==> run_1/port_trees.png <==
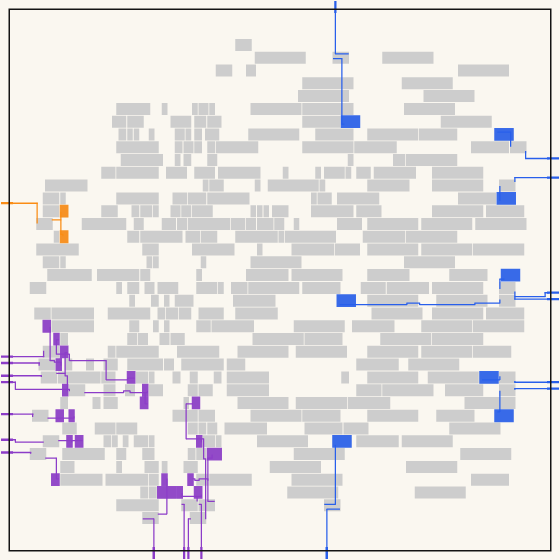
==> run_1/class_map.png <==
Scale bar: 20 um.
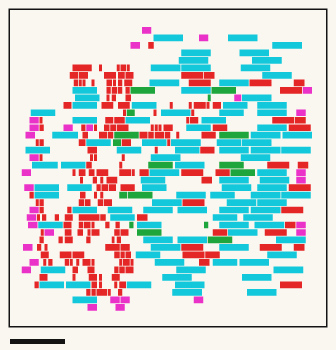
==> run_1/congestion_map.png <==
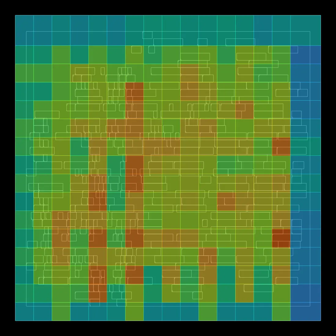
==> run_1/sizing.png <==
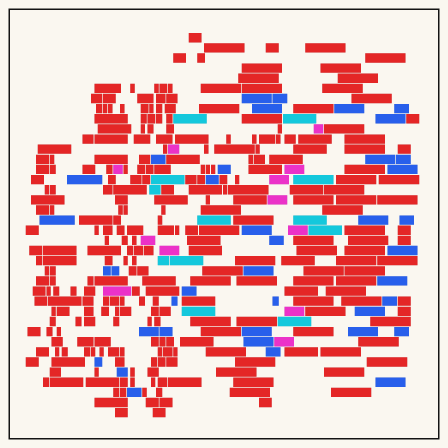
**config.mk**
```make
export PLATFORM = sky130hd
export DESIGN_NAME = uart_rx_fifo_flat
export DESIGN_NICKNAME = d
export VERILOG_FILES = /design/src/rtl/uart_pkg.sv /design/src/rtl/uart_rx_fifo_if.sv /design/src/rtl/sync_fifo_fwft.sv /design/src/rtl/uart_rx_fifo.sv /design/src/flat_wrapper.sv
export SDC_FILE = /design/constraint.sdc
export NUM_CORES = 1
export LEC_CHECK = 0
export CAP_MARGIN = 20
export CORE_MARGIN = 4
export CORE_UTILIZATION = 40
export CTS_CLUSTER_SIZE = 16
export DETAILED_ROUTE_END_ITERATION = 8
export PLACE_DENSITY_LB_ADDON = 0.25
export SLEW_MARGIN = 5
export SYNTH_ARGS = -nofsm -noshare
export SYNTH_HDL_FRONTEND = slang
export SYNTH_SLANG_ARGS = --single-unit
```
**constraint.sdc**
```tcl
create_clock -name clk -period 4.75 [get_ports clk]
set_clock_uncertainty 0.1 [all_clocks]
set_input_delay 0.95 -clock clk [delete_from_list [all_inputs] [get_ports clk]]
set_output_delay 0.95 -clock clk [all_outputs]
set_load 0.02 [all_outputs]
```
**src/rtl/uart_pkg.sv**
```systemverilog
// Shared UART definitions: receiver FSM states and data/period constants.
// Imported by the receive path and its FIFO wrapper.
package uart_pkg;
  localparam int UART_DATA_BITS  = 8;
  localparam int UART_PERIOD_W   = 11;
  localparam int UART_PERIOD_MIN = 3;

  typedef enum logic [2:0] {
    IDLE,
    START,
    DATA,
    STOP,
    BREAK
  } rx_state_t;
endpackage

```
**src/rtl/uart_rx_fifo_if.sv**
```systemverilog
// CPU-side bus of the UART receiver: pop/clear strobes in, FIFO head and status out.
// master = bus owner (CPU), slave = the receiver.
interface uart_rx_fifo_if;
  import uart_pkg::*;

  logic                      i_rd;
  logic                      i_clr_err;
  logic [UART_DATA_BITS-1:0] o_dout;
  logic                      fifo_empty;
  logic                      fifo_full;
  logic                      o_busy;
  logic                      o_frame_err;
  logic                      o_overrun;

  modport master (
    output i_rd, i_clr_err,
    input  o_dout, fifo_empty, fifo_full,
    input  o_busy, o_frame_err, o_overrun
  );

  modport slave (
    input  i_rd, i_clr_err,
    output o_dout, fifo_empty, fifo_full,
    output o_busy, o_frame_err, o_overrun
  );
endinterface

```
**src/rtl/sync_fifo_fwft.sv**
```systemverilog
// Show-ahead synchronous FIFO: dout is the head entry, valid while !empty.
// Ports: clk, reset, push/din, pop/dout, empty, full.
module sync_fifo_fwft #(
  parameter int WIDTH         = 8,
  parameter int ADDRESS_WIDTH = 3
) (
  input  logic             clk,
  input  logic             reset,
  input  logic             push,
  input  logic [WIDTH-1:0] din,
  input  logic             pop,
  output logic [WIDTH-1:0] dout,
  output logic             empty,
  output logic             full
);
  localparam int DEPTH = 1 << ADDRESS_WIDTH;
  localparam logic [ADDRESS_WIDTH:0] DEPTH_L =
    (ADDRESS_WIDTH+1)'(DEPTH);

  logic [WIDTH-1:0]         mem [DEPTH];
  logic [ADDRESS_WIDTH-1:0] wr_ptr;
  logic [ADDRESS_WIDTH-1:0] rd_ptr;
  logic [ADDRESS_WIDTH:0]   level;
  logic                     push_ok;
  logic                     pop_ok;

  // Full blocks a push even when a pop lands in the same cycle.
  assign push_ok = push & ~full;
  assign pop_ok  = pop & ~empty;
  assign empty   = (level == '0);
  assign full    = (level == DEPTH_L);
  assign dout    = mem[rd_ptr];

  always_ff @(posedge clk) begin
    if (push_ok) mem[wr_ptr] <= din;
  end

  always_ff @(posedge clk or posedge reset) begin
    if (reset) begin
      wr_ptr <= '0;
      rd_ptr <= '0;
      level  <= '0;
    end else begin
      if (push_ok) wr_ptr <= wr_ptr + 1'b1;
      if (pop_ok)  rd_ptr <= rd_ptr + 1'b1;
      unique case ({push_ok, pop_ok})
        2'b10:   level <= level + 1'b1;
        2'b01:   level <= level - 1'b1;
        default: level <= level;
      endcase
    end
  end
endmodule

```
**src/rtl/uart_rx_fifo.sv**
```systemverilog
// 8N1 UART receiver: synchronizer, mid-bit sampling FSM, sticky errors, show-ahead FIFO.
// Ports: clk, reset, i_period (bit period - 1), i_rxd pad, bus (slave: pop/clear in, data/status out).
module uart_rx_fifo
  import uart_pkg::*;
#(
  parameter int ADDRESS_WIDTH = 3
) (
  input  logic                     clk,
  input  logic                     reset,
  input  logic [UART_PERIOD_W-1:0] i_period,
  input  logic                     i_rxd,
  uart_rx_fifo_if.slave            bus
);
  rx_state_t                 state;
  rx_state_t                 state_n;
  logic                      rxd_m;
  logic                      rxd_s;
  logic [UART_PERIOD_W-1:0]  cnt;
  logic [2:0]                bit_idx;
  logic [UART_DATA_BITS-1:0] shreg;
  logic                      tick;
  logic                      load_half;
  logic                      shift;
  logic                      push;
  logic                      set_fe;
  logic                      frame_err;
  logic                      overrun;
  logic                      full;

  assign tick = (cnt == '0);

  always_ff @(posedge clk or posedge reset) begin
    if (reset) begin
      rxd_m <= 1'b1;
      rxd_s <= 1'b1;
    end else begin
      rxd_m <= i_rxd;
      rxd_s <= rxd_m;
    end
  end

  always_comb begin
    state_n   = state;
    load_half = 1'b0;
    shift     = 1'b0;
    push      = 1'b0;
    set_fe    = 1'b0;
    unique case (state)
      IDLE: begin
        if (!rxd_s) begin
          load_half = 1'b1;
          state_n   = START;
        end
      end
      START: begin
        if (tick) state_n = rxd_s ? IDLE : DATA;
      end
      DATA: begin
        if (tick) begin
          shift = 1'b1;
          if (bit_idx == 3'(UART_DATA_BITS-1)) state_n = STOP;
        end
      end
      STOP: begin
        if (tick) begin
          if (rxd_s) begin
            push    = 1'b1;
            state_n = IDLE;
          end else begin
            set_fe  = 1'b1;
            state_n = BREAK;
          end
        end
      end
      BREAK: begin
        // Hold off until the line releases so a long low is not re-read as starts.
        if (rxd_s) state_n = IDLE;
      end
      default: state_n = IDLE;
    endcase
  end

  always_ff @(posedge clk or posedge reset) begin
    if (reset) begin
      state     <= IDLE;
      cnt       <= '0;
      bit_idx   <= '0;
      shreg     <= '0;
      frame_err <= 1'b0;
      overrun   <= 1'b0;
    end else begin
      state <= state_n;
      // Half-period load centres every later sample in its bit.
      if (load_half)  cnt <= i_period >> 1;
      else if (tick)  cnt <= i_period;
      else            cnt <= cnt - 1'b1;
      if (state == START) bit_idx <= '0;
      else if (shift)     bit_idx <= bit_idx + 1'b1;
      if (shift) shreg <= {rxd_s, shreg[UART_DATA_BITS-1:1]};
      frame_err <= set_fe | (frame_err & ~bus.i_clr_err);
      overrun   <= (push & full) | (overrun & ~bus.i_clr_err);
    end
  end

  sync_fifo_fwft #(
    .WIDTH         (UART_DATA_BITS),
    .ADDRESS_WIDTH (ADDRESS_WIDTH)
  ) u_fifo (
    .clk   (clk),
    .reset (reset),
    .push  (push),
    .din   (shreg),
    .pop   (bus.i_rd),
    .dout  (bus.o_dout),
    .empty (bus.fifo_empty),
    .full  (full)
  );

  assign bus.fifo_full   = full;
  assign bus.o_busy      = (state != IDLE);
  assign bus.o_frame_err = frame_err;
  assign bus.o_overrun   = overrun;
endmodule

```
**src/flat_wrapper.sv**
```systemverilog
// flat-port wrapper written by rule: the top's interface ports become plain ports
module uart_rx_fifo_flat import uart_pkg::*;
#(
  parameter int ADDRESS_WIDTH = 3
)
  (clk, reset, i_period, i_rxd, bus_i_rd, bus_i_clr_err, bus_o_dout, bus_fifo_empty, bus_fifo_full, bus_o_busy, bus_o_frame_err, bus_o_overrun);
  uart_rx_fifo_if bus_i ();
  input  logic clk;
  input  logic reset;
  input  logic [UART_PERIOD_W-1:0] i_period;
  input  logic i_rxd;
  input wire logic [$bits(bus_i.i_rd)-1:0] bus_i_rd;
  input wire logic [$bits(bus_i.i_clr_err)-1:0] bus_i_clr_err;
  output wire logic [$bits(bus_i.o_dout)-1:0] bus_o_dout;
  output wire logic [$bits(bus_i.fifo_empty)-1:0] bus_fifo_empty;
  output wire logic [$bits(bus_i.fifo_full)-1:0] bus_fifo_full;
  output wire logic [$bits(bus_i.o_busy)-1:0] bus_o_busy;
  output wire logic [$bits(bus_i.o_frame_err)-1:0] bus_o_frame_err;
  output wire logic [$bits(bus_i.o_overrun)-1:0] bus_o_overrun;
  assign bus_i.i_rd = bus_i_rd;
  assign bus_i.i_clr_err = bus_i_clr_err;
  assign bus_o_dout = bus_i.o_dout;
  assign bus_fifo_empty = bus_i.fifo_empty;
  assign bus_fifo_full = bus_i.fifo_full;
  assign bus_o_busy = bus_i.o_busy;
  assign bus_o_frame_err = bus_i.o_frame_err;
  assign bus_o_overrun = bus_i.o_overrun;
  uart_rx_fifo #(.ADDRESS_WIDTH(ADDRESS_WIDTH)) u_core (.clk(clk), .reset(reset), .i_period(i_period), .i_rxd(i_rxd), .bus(bus_i));
endmodule
```
==> run notes, run 1 <==
Flow results follow.

The main area contributors are sky130_fd_sc_hd__edfxtp_1 (42%), sky130_fd_sc_hd__dfrtp_1 (20%), sky130_fd_sc_hd__mux4_2 (7.9%). The number of slew-limit violations in the final report is 0. Traced cell by cell, the critical path runs through buf_4 -> mux4_2 -> mux2_2 -> clkdlybuf4s50_1. The kind of cell with the highest combined delay along the critical path is buffers and inverters. The timing report notes that buffer and inverter cells on the critical path total 2.

The clock latency reported for the late side of the worst-skew pair is 0.34 ns. After synthesis, the share of flip-flops with an asynchronous set or reset is 0.379. The dominant cell by count in the synthesized netlist is sky130_fd_sc_hd__edfxtp_1. The number of antenna violations at the first check in global routing is 0. TritonCTS built the clock tree. The fraction of the core area occupied by cells at floorplan is 0.414. The clock group share of total power is 0.286. The timing report shows that the slowest cell on the worst path is sky130_fd_sc_hd__dfrtp_1. STA classifies the critical path startpoint as a flop.

The finished layout cell area is 5290 um2. The detailed-routing iteration count for the pre-antenna-repair pass is 5. The warning tally printed by Yosys for this design is 0.

The total vias in the final route is between 2000 and 3000. The slew at the pin with the worst max-slew slack is 1.04 ns. Once iteration 0 of detailed routing completed, the report listed 95 DRC markers. The post-synth area from yosys stat is 4570 um2.

The share of total power dissipated in combinational logic is 0.251. The aggregate global routing overflow is 0. The worst setup path is captured at an output port.

In the layout the commonest cells are sky130_fd_sc_hd__edfxtp_1 (64), sky130_fd_sc_hd__dfrtp_1 (37), sky130_fd_sc_hd__clkdlybuf4s50_1 (28), sky130_fd_sc_hd__nor2_1 (22), sky130_fd_sc_hd__nor3_1 (17). The power density over the cells is 482 nW/um2. The number of sinks handled by clock tree synthesis is 103. CTS reports a maximum clock tree buffer depth of 2. Setup repair after global routing left no endpoint under its margin. Dividing the synthesized area by the synthesized cell count gives 14.7 um2. After clock tree synthesis, the repair step resized 0 gates. The maximum number of pins on one net before global-route repair is 26.

By startpoint and endpoint, the worst setup path is classified as reg -> out. The number of enable-type register cells in the synthesized netlist is 64. The worst-case IR drop observed on VDD is 259 uV. The most instantiated flip-flop cell in the synthesis netlist is sky130_fd_sc_hd__edfxtp_1. The endpoint required time on the critical path is roughly 3.7 ns.

The final timing report derives a shortest allowable period of 3.70 ns. For this design the total switching power over the nets is 0.750 mW. The number of placement rows is 38. The cell count in the Yosys report is 310. Setup total negative slack on the finished layout was measured at 0 ns.

The flow ran to the end, and the final reports show no timing, DRC or antenna violations. The leakage power total is 1.91 nW. The highest cell delay on the worst timing path is 0.66 ns. Summing all flip-flop and latch instances after layout gives ~2900 um2. The maximum level of the CTS H-tree is 3. The tool warning count for the run is 27.

The flip-flop and latch count after synthesis is 103. The power report lists cell-internal power as 1.80 mW. The hold buffer count at cts is 0. The largest total area in the synthesized netlist belongs to sky130_fd_sc_hd__edfxtp_1. In the post-route report, total wirelength is listed as 8290 um. Sorting the synthesized cells by how often they occur yields sky130_fd_sc_hd__edfxtp_1 (64), sky130_fd_sc_hd__dfrtp_1 (37), sky130_fd_sc_hd__nor2_1 (22), sky130_fd_sc_hd__nor3_1 (19). The area of the die is 13200 um2. Counting distinct cell types in the post-synthesis netlist gives 47. The first global-routing pass estimated 13800 um of wire.

The combined area of all synthesized cells is 4570 um2. The via count of the first global-routing pass is ~2700. After detailed routing, the number of remaining DRC violations is 0. Per the timing report, the achievable frequency comes out to between 0.2 and 0.3 GHz. The number of maximum-capacitance violations recorded for the run is 0. Per the cell usage report, the commonest logic cell in the layout is sky130_fd_sc_hd__edfxtp_1.

Fill cells in the final layout number 995. The horizontal extent of the die is ~110 um. Dividing the final minimum period by the clock period gives 0.780.

The routability congestion estimate is 0.755. After detailed placement, the total cell area comes to 4990 um2. After detailed routing, the number of vias per cell comes to 5.26. The top-area cell type share of the netlist area is 0.421. Once the clock tree was built, the setup fixing pass inserted 0 buffers. The synthesized netlist handed to floorplanning was reported with a cell count of 310. The sequential-to-total area share from yosys stat is 0.635.

The CTS clock-pin slew for the worst setup and hold paths is approximately 0.070 ns. The number of nets at floorplan is 336. The multi-input combinational cell area is 1560 um2.

The final tally of hold violations is 0. According to the floorplan report, the placeable core area is 11000 um2. The arrival time reported for the critical path endpoint is 2.65 ns.

Dividing the detail-routed wire length by the instance count gives 17.1 um. The layout overhead on the synthesized area is 15.7%. The height of the die is 115 um. The detailed-placement wirelength estimate is 5530 um. In the final layout, the share of cells above drive strength 1 is 0.183. The library cell used as clock root buffer is sky130_fd_sc_hd__clkbuf_16. The remaining max-slew budget at the tightest pin is 0.303.

Per the TritonCTS log, the buffer count is 9. The share of total power dissipated in sequential elements is 0.463. The final count of negative-setup-slack endpoints is 0. The diode insertion count for antenna repair is 0. The residual antenna-violating net count after detailed routing is 0. The script computed the net switching share of total power as 0.295.

The maximum fanout count along the critical path is 10. According to the hold report, the worst path is of the reg -> reg type. At the end of the flow, the number of nets in the layout was 366.
About port_trees.png:
i_period: marked purple, bits 11, direction input, edge 7 left, 4 bottom, end cells 21, buffers 11, wire 231 um. bus_i_clr_err: marked orange, bits 1, direction input, edge left, end cells 2, buffers 1, wire 16.9 um. bus_o_dout: marked blue, bits 8, direction output, edge 6 right, 1 top, 1 bottom, end cells 8, buffers 8, wire 156 um.
number of placed I/O pins: 29
count of input and output buffers: 28

About class_map.png:
remaining buffers and delay cells: marked magenta, cells 30. clock drivers and dummy loads: marked green, cells 16. remaining logic cells: marked red, cells 196. registers: marked cyan, cells 103.

About congestion_map.png:
global routing usage summed across all routing layers: 0.138
Core Util, Final: 0.479
met2 GRT Util: 0.231
met1 Resource Use GR: 0.182

About sizing.png:
x1 and smaller: marked red, cells 282, share 82%. x2: marked blue, cells 39, share 11%. x3 and x4: marked magenta, cells 12, share 3.5%. x6 and larger: marked cyan, cells 12, share 3.5%.

==> run 1: power groups by stage <==
stage	sequential, mW	clock (mW)	combinational, mW
6_report	1.18	0.728	0.638
5_1_grt	1.20	0.788	0.707
4_1_cts	1.18	0.744	0.650
3_5_place_dp	1.20	0	0.648
3_3_place_gp	1.20	0	0.635
2_1_floorplan	1.12	0	0.535
==> run 1: path summary, 6_finish.rpt <==
| check | startpoint | to | slack, ns | cells past startpoint |
|---|---|---|---|---|
| hold / removal | u_core.rxd_m$_DFF_PP1_ | u_core.rxd_s$_DFF_PP1_ | 0.26 | 0 |
| max in group asynchronous | reset | u_core.rxd_s$_DFF_PP1_ | 2.90 | 3 |
| hold reg to reg | u_core.rxd_m$_DFF_PP1_ | u_core.rxd_s$_DFF_PP1_ | 0.26 | 0 |
| setup / recovery | u_core.u_fifo.rd_ptr[0]$_DFFE_PP0P_ | bus_o_dout[5] | 1.05 | 4 |
| min in group asynchronous | reset | u_core.cnt[2]$_DFF_PP0_ | 0.85 | 2 |
| setup reg to reg | u_core.cnt[0]$_DFF_PP0_ | u_core.u_fifo.level[3]$_DFFE_PP0P_ | 1.39 | 11 |
==> run 1: logic make-up (layout without fill, tap and decap cells) <==
logic type,count (synthesis),count (layout),share of synthesized area
compound gates,24,24,0.0340
xor+xnor,13,13,0.0249
fa+ha+maj,10,10,0.0290
buf+inv,27,62,0.0263
flops,103,103,0.635
mux,38,38,0.138
simple gates,95,95,0.113
==> run 1: sequential cells by signal (all words and copies together), names as in the netlist <==
register                cells
u_core.bit_idx              3
u_core.bus.o_frame_err      1
u_core.bus.o_overrun        1
u_core.cnt                 11
u_core.rxd_m                1
u_core.rxd_s                1
u_core.shreg                8
u_core.state                3
u_core.u_fifo.level         4
u_core.u_fifo.mem          64
u_core.u_fifo.rd_ptr        3
u_core.u_fifo.wr_ptr        3
==> run 1: metal layers <==
metal,vias to the layer above,track usage,wire (um)
met1,1280,0.182,3740
met2,45,0.231,4200
met4,0,0.0305,85
met5,-,0,0
met3,7,0.0347,257
li1,1221,-,-
==> run 1: stage by stage <==
stage | setup WS (ns) | power [mW] | cells | hold slack (ns)
global placement | 1.39 | 1.83 | 469 | 0.246
detailed placement | 1.33 | 1.85 | 469 | 0.253
floorplan | 1.90 | 1.65 | 310 | 0.245
CTS | 0.979 | 2.58 | 485 | 0.262
global route | 0.887 | 2.70 | 485 | 0.265
finish | 1.05 | 2.55 | 485 | 0.260
==> run 1: final cells by class <==
class | instances | area share
Clock buffer | 10 | 0.0433
Clock inverter | 6 | 0.0125
Inverter | 16 | 0.0114
Multi-Input combinational cell | 180 | 0.295
Sequential cell | 103 | 0.549
Tap cell | 140 | 0.0331
Timing Repair Buffer | 30 | 0.0559
==> run_1/route_heat.png <==
Scale bar: 20 um. 23 x 23 tiles, from dark purple (low) to yellow (high), scaled to the fullest tile. Values are wire area over tile area, all layers added.
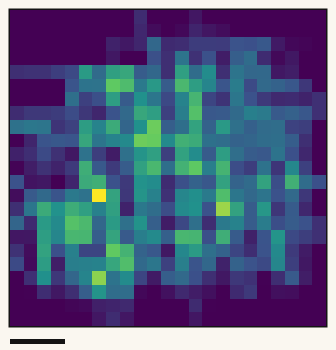

## Run 2: what changed since run 1
==> constraint.sdc (replaced) <==
create_clock -name clk -period 3.35 [get_ports clk]
set_clock_uncertainty 0.1 [all_clocks]
set_input_delay 0.67 -clock clk [delete_from_list [all_inputs] [get_ports clk]]
set_output_delay 0.67 -clock clk [all_outputs]
set_load 0.02 [all_outputs]
==> run_2/route_heat.png <==
Scale bar: 20 um. 23 x 23 tiles, from dark purple (low) to yellow (high), scaled to the fullest tile. Values are wire area over tile area, all layers added.
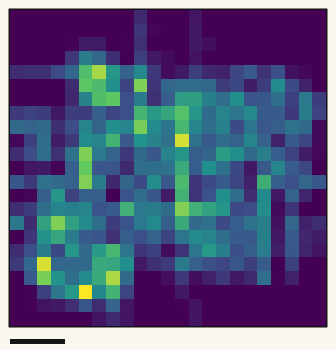
29% of the tiles are nearly empty. 10% of the tiles are over half the peak. The densest ninth of the die: center.

==> run 2 against run 1 <==
  * Critical path depth stayed put
  * Final cell count grew 2.3%
  * Synthesized area unchanged
  * Worst hold slack improved by 0.0031 ns
  * First-iteration DRC count up 23%
  * Register-to-register slack got worse by 1.0 ns
  * Highest routed layer unchanged
  * Sequential share of layout area fell by 1.2 points
  * Sequential cell count did not move
  * Clock-buffer cell count shrank 1
  * Largest power group unchanged
==> run notes, run 2 <==
Flow results follow.

The number of placed cells counting well taps is 480 (+2.3%). The OpenROAD warning count is 27 (unchanged). The largest registers in the layout are u_core.u_fifo.mem: 64 flops, u_core.cnt: 11 flops, u_core.shreg: 8 flops.

The cell count in the Yosys report is 310 (unchanged). The maximum fanout count along the critical path is 17 (+7). The synthesized netlist cell count is 310 (unchanged).

The report lists the cells along the critical path as buf_12 -> mux4_2 -> mux2_2 -> clkdlybuf4s50_1. The power density over the cells is 692 nW/um2 (+44%). The finished layout cell area is 5410 um2 (+2.3%). The endpoint of the worst hold path is reported as u_core.rxd_s$_DFF_PP1_. The diode insertion count for antenna repair was 0 (unchanged). The detailed-placement wirelength estimate is 5320 um (-3.8%). Based on the critical path, the design can be clocked at up to 0.326 GHz.

The placement-stage worst setup slack is 0.251 ns (-1.08 ns). The worst setup path is captured at an output port. The number of enable-type register cells in the synthesized netlist was 64 (unchanged).

The count of cell types in the netlist was 47 (unchanged). The number of buffers added by the clock tree synthesis step is 9 (unchanged). The count of buffers inserted at the top-level ports is 28 (unchanged). The type of the tightest min-delay check is reg -> reg. The startpoint of the most critical setup path is u_core.u_fifo.rd_ptr[0]$_DFFE_PP0P_. For reference, the top cells by count after synthesis are sky130_fd_sc_hd__edfxtp_1 (64), sky130_fd_sc_hd__dfrtp_1 (37), sky130_fd_sc_hd__nor2_1 (22), sky130_fd_sc_hd__nor3_1 (19). The sequential-to-total area share from yosys stat was 0.635 (unchanged).

The peak supply drop is 350 uV (+35%). The total cell area at the placement stage is 5070 um2 (+1.7%). Setup repair after global routing left no endpoint under its margin. The total negative slack for setup checks was 0 ns (unchanged). The combined area of all synthesized cells was 4570 um2 (unchanged).

The number of design-rule violations left by the first detailed-router iteration was 117 (+23%). The detailed-routing iteration count for the pre-antenna-repair pass was 4 (-1). The total DRC errors in the routed layout is 0 (unchanged). The horizontal extent of the die is 115 um (unchanged). The reg-to-reg startpoint is u_core.cnt[0]$_DFF_PP0_. The final tally of hold violations is 0 (unchanged). The worst-case setup margin in the final layout was 0.281 ns (-0.767 ns). The via count of the first global-routing pass came to 2694 (+0.82%). The number of slew-limit violations in the final report is 0 (unchanged). The endpoint required time on the critical path is 2.58 ns (-1.12 ns). The maximum buffer depth of the clock tree is 2 (unchanged). The final-stage net count is 377 (+3.0%). The final count of negative-setup-slack endpoints came to 0 (unchanged). The reg-to-reg endpoint is u_core.u_fifo.level[3]$_DFFE_PP0P_. The clock period minus worst slack is 3.07 ns. The number of placement rows is 38 (unchanged). The cell type contributing the most total cell area after synthesis is sky130_fd_sc_hd__edfxtp_1. The slew at the pin with the worst max-slew slack came to 0.641 ns (-0.400 ns). The maximum number of pins on one net before global-route repair came to 40 (+54%). The leakage power total was 1.98 nW (+3.6%). The most instantiated flip-flop cell in the synthesis netlist is sky130_fd_sc_hd__edfxtp_1. The fraction of the core area occupied by cells at floorplan is 0.414 (unchanged). The area of the die is 13200 um2 (unchanged). The overall routed net length is 8120 um (-2.0%). The count of cells along the worst register-to-register path came to 11 (unchanged).

In the finished design, the share of the clock period the worst path needs comes to 0.916. The dominant cell by count in the synthesized netlist is sky130_fd_sc_hd__edfxtp_1. The cell depth of the worst min-delay path is 0 (unchanged). The clock latency reported for the late side of the worst-skew pair is 0.34 ns (about the same). The setup slack of the most critical reg-to-reg path is 0.38 ns (-1.01 ns). The height of the die came to 115 um (unchanged).

The global router's overall resource usage is 0.134 (-0.00345). The hold buffer count at cts is 0 (unchanged). Leaving out fill and tap cells, the most frequent cell in the layout is sky130_fd_sc_hd__edfxtp_1. The top-area cell type share of the netlist area was 0.421 (unchanged). The routability congestion estimate is 0.802 (+6.2%). The flip-flop count of the largest register after layout was 64 (unchanged). The remaining max-slew budget at the tightest pin is 0.572 (+0.269).

The critical path in this run is classified as reg -> out. The number of maximum-capacitance constraint violations is 0 (unchanged). The library cell used as clock root buffer is sky130_fd_sc_hd__clkbuf_16.

TritonCTS built the clock tree. The flow ran to the end, and the final reports show no timing, DRC or antenna violations. The total I/O pin count is 29 (unchanged).

The CTS clock-pin slew for the worst setup and hold paths is 0.07 ns (about the same). The arrival time reported for the critical path endpoint is 2.30 ns (-0.35 ns). The worst hold-check slack is 0.263 ns (+0.00307 ns). The type of origin of the critical path is a flop.

The post-synth area from yosys stat is 4570 um2 (unchanged). In the layout the commonest cells are sky130_fd_sc_hd__edfxtp_1 (64), sky130_fd_sc_hd__dfrtp_1 (37), sky130_fd_sc_hd__clkdlybuf4s50_1 (28), sky130_fd_sc_hd__nor2_1 (22), sky130_fd_sc_hd__nor3_1 (19). The average detailed-routed wire length per instance came to 16.4 um (-4.1%). The count of non-filler cells in the finished layout is 496 (+2.3%). Yosys attributes the largest share of cell area to sky130_fd_sc_hd__edfxtp_1 (42%), sky130_fd_sc_hd__dfrtp_1 (20%), sky130_fd_sc_hd__mux4_2 (7.9%).

The first-pass GRT wire length is 13700 um (-0.84%). The number of antenna violations at the first check in global routing is 0 (unchanged). The maximum level of the CTS H-tree is 3 (unchanged).

The fraction of final layout cells sized beyond drive strength 1 was 0.205 (+0.0224). The warning count from the yosys run came to 0 (unchanged). The total vias in the final route is 2590 (+1.4%).

The aggregate global routing overflow is 0 (unchanged). u_core.u_fifo.mem holds more flip-flops than any other register. The source of the worst hold timing path is u_core.rxd_m$_DFF_PP1_. The proportion of synthesized flip-flops having asynchronous set or reset is 0.379 (unchanged). The timing report shows that the slowest cell on the worst path is sky130_fd_sc_hd__clkdlybuf4s50_1. The number of sinks handled by clock tree synthesis came to 103 (unchanged). The layout overhead on the synthesized area is 18.3%.

The average vias per placed instance was 5.22 (-0.80%). The residual antenna-violating net count after detailed routing came to 0 (unchanged).
==> run_2/congestion_map.png <==
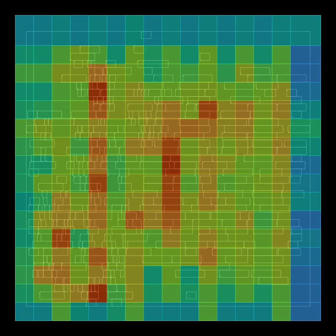
met1 Resource Use GR: 0.176
met2 GRT Util: 0.224
met3 Track Usage GR: 0.0437
most crowded layer after global routing: met2

==> run 2: netlist changes by cell type in the layout (fill, tap and decap cells not counted), sizes merged <==
cell    delta
buf       +11
clkbuf     -1
clkinv     -1
inv        +2
==> run 2: per-layer routing <==
| metal | part of all wire | global-route usage | vias up |
|---|---|---|---|
| li1 | - | - | 1246 |
| met2 | 0.49 | 0.224 | 40 |
| met3 | 0.035 | 0.0437 | 5 |
| met5 | 0 | 0 | - |
| met1 | 0.46 | 0.176 | 1299 |
| met4 | 0.0078 | 0.0235 | 0 |
==> run 2: cell families after synthesis <==
logic type,after synthesis,share of synthesized area
AND-OR/OR-AND,24,0.0340
XOR/XNOR,13,0.0249
adder cells (fa/ha/maj),10,0.0290
buffers and inverters,27,0.0263
flip-flops,103,0.635
multiplexers,38,0.138
AND/OR/NAND/NOR,95,0.113
==> run 2: critical path: cells and delay by family (launching register included) <==
family                 cells  cell delay (ns)
buffers and inverters      2             0.75
multiplexers               2             0.80
flip-flops                 1             0.41
==> run 2: timing repair <==
| action | CTS | global route |
|---|---|---|
| setup endpoints to repair | 0 | 1 |
| endpoints found under the hold margin | 0 | 0 |
| setup buffers | 0 | 0 |
| gates resized | 0 | 1 |
==> run 2: how the worst max path moves through the flow <==
stage / cells after the start / to / slack, ns
after global placement: 11 / u_core.u_fifo.level[3]$_DFFE_PP0P_ / 0.45
after detailed placement: 11 / u_core.u_fifo.level[3]$_DFFE_PP0P_ / 0.25
after CTS: 4 / bus_o_dout[7] / 0.25
after floorplan: 12 / u_core.u_fifo.level[3]$_DFFE_PP0P_ / 0.50
final: 4 / bus_o_dout[7] / 0.28
after global routing: 11 / u_core.u_fifo.level[3]$_DFFE_PP0P_ / 0.05
==> run 2: final cells by class <==
type | count | area, um2
Clock buffer | 9 | 225
Clock inverter | 7 | 97.6
Fill cell | 978 | 5620
Inverter | 16 | 60.1
Multi-Input combinational cell | 180 | 1560
Sequential cell | 103 | 2900
Tap cell | 140 | 175
Timing Repair Buffer | 41 | 390
==> run 2: through the flow <==
stage / utilization / power, mW
after floorplan: - / 2.34
after global placement: 0.460 / 2.65
after detailed placement: 0.460 / 2.68
after CTS: 0.489 / 3.78
after global routing: 0.490 / 3.96
final: 0.490 / 3.74
==> run 2: power by group <==
part / switching (mW) / internal, mW
clock: 0.494 / 0.605
combinational: 0.474 / 0.543
sequential: 0.171 / 1.45
Power figures rest on the tool's default switching activity, not on a simulated workload.
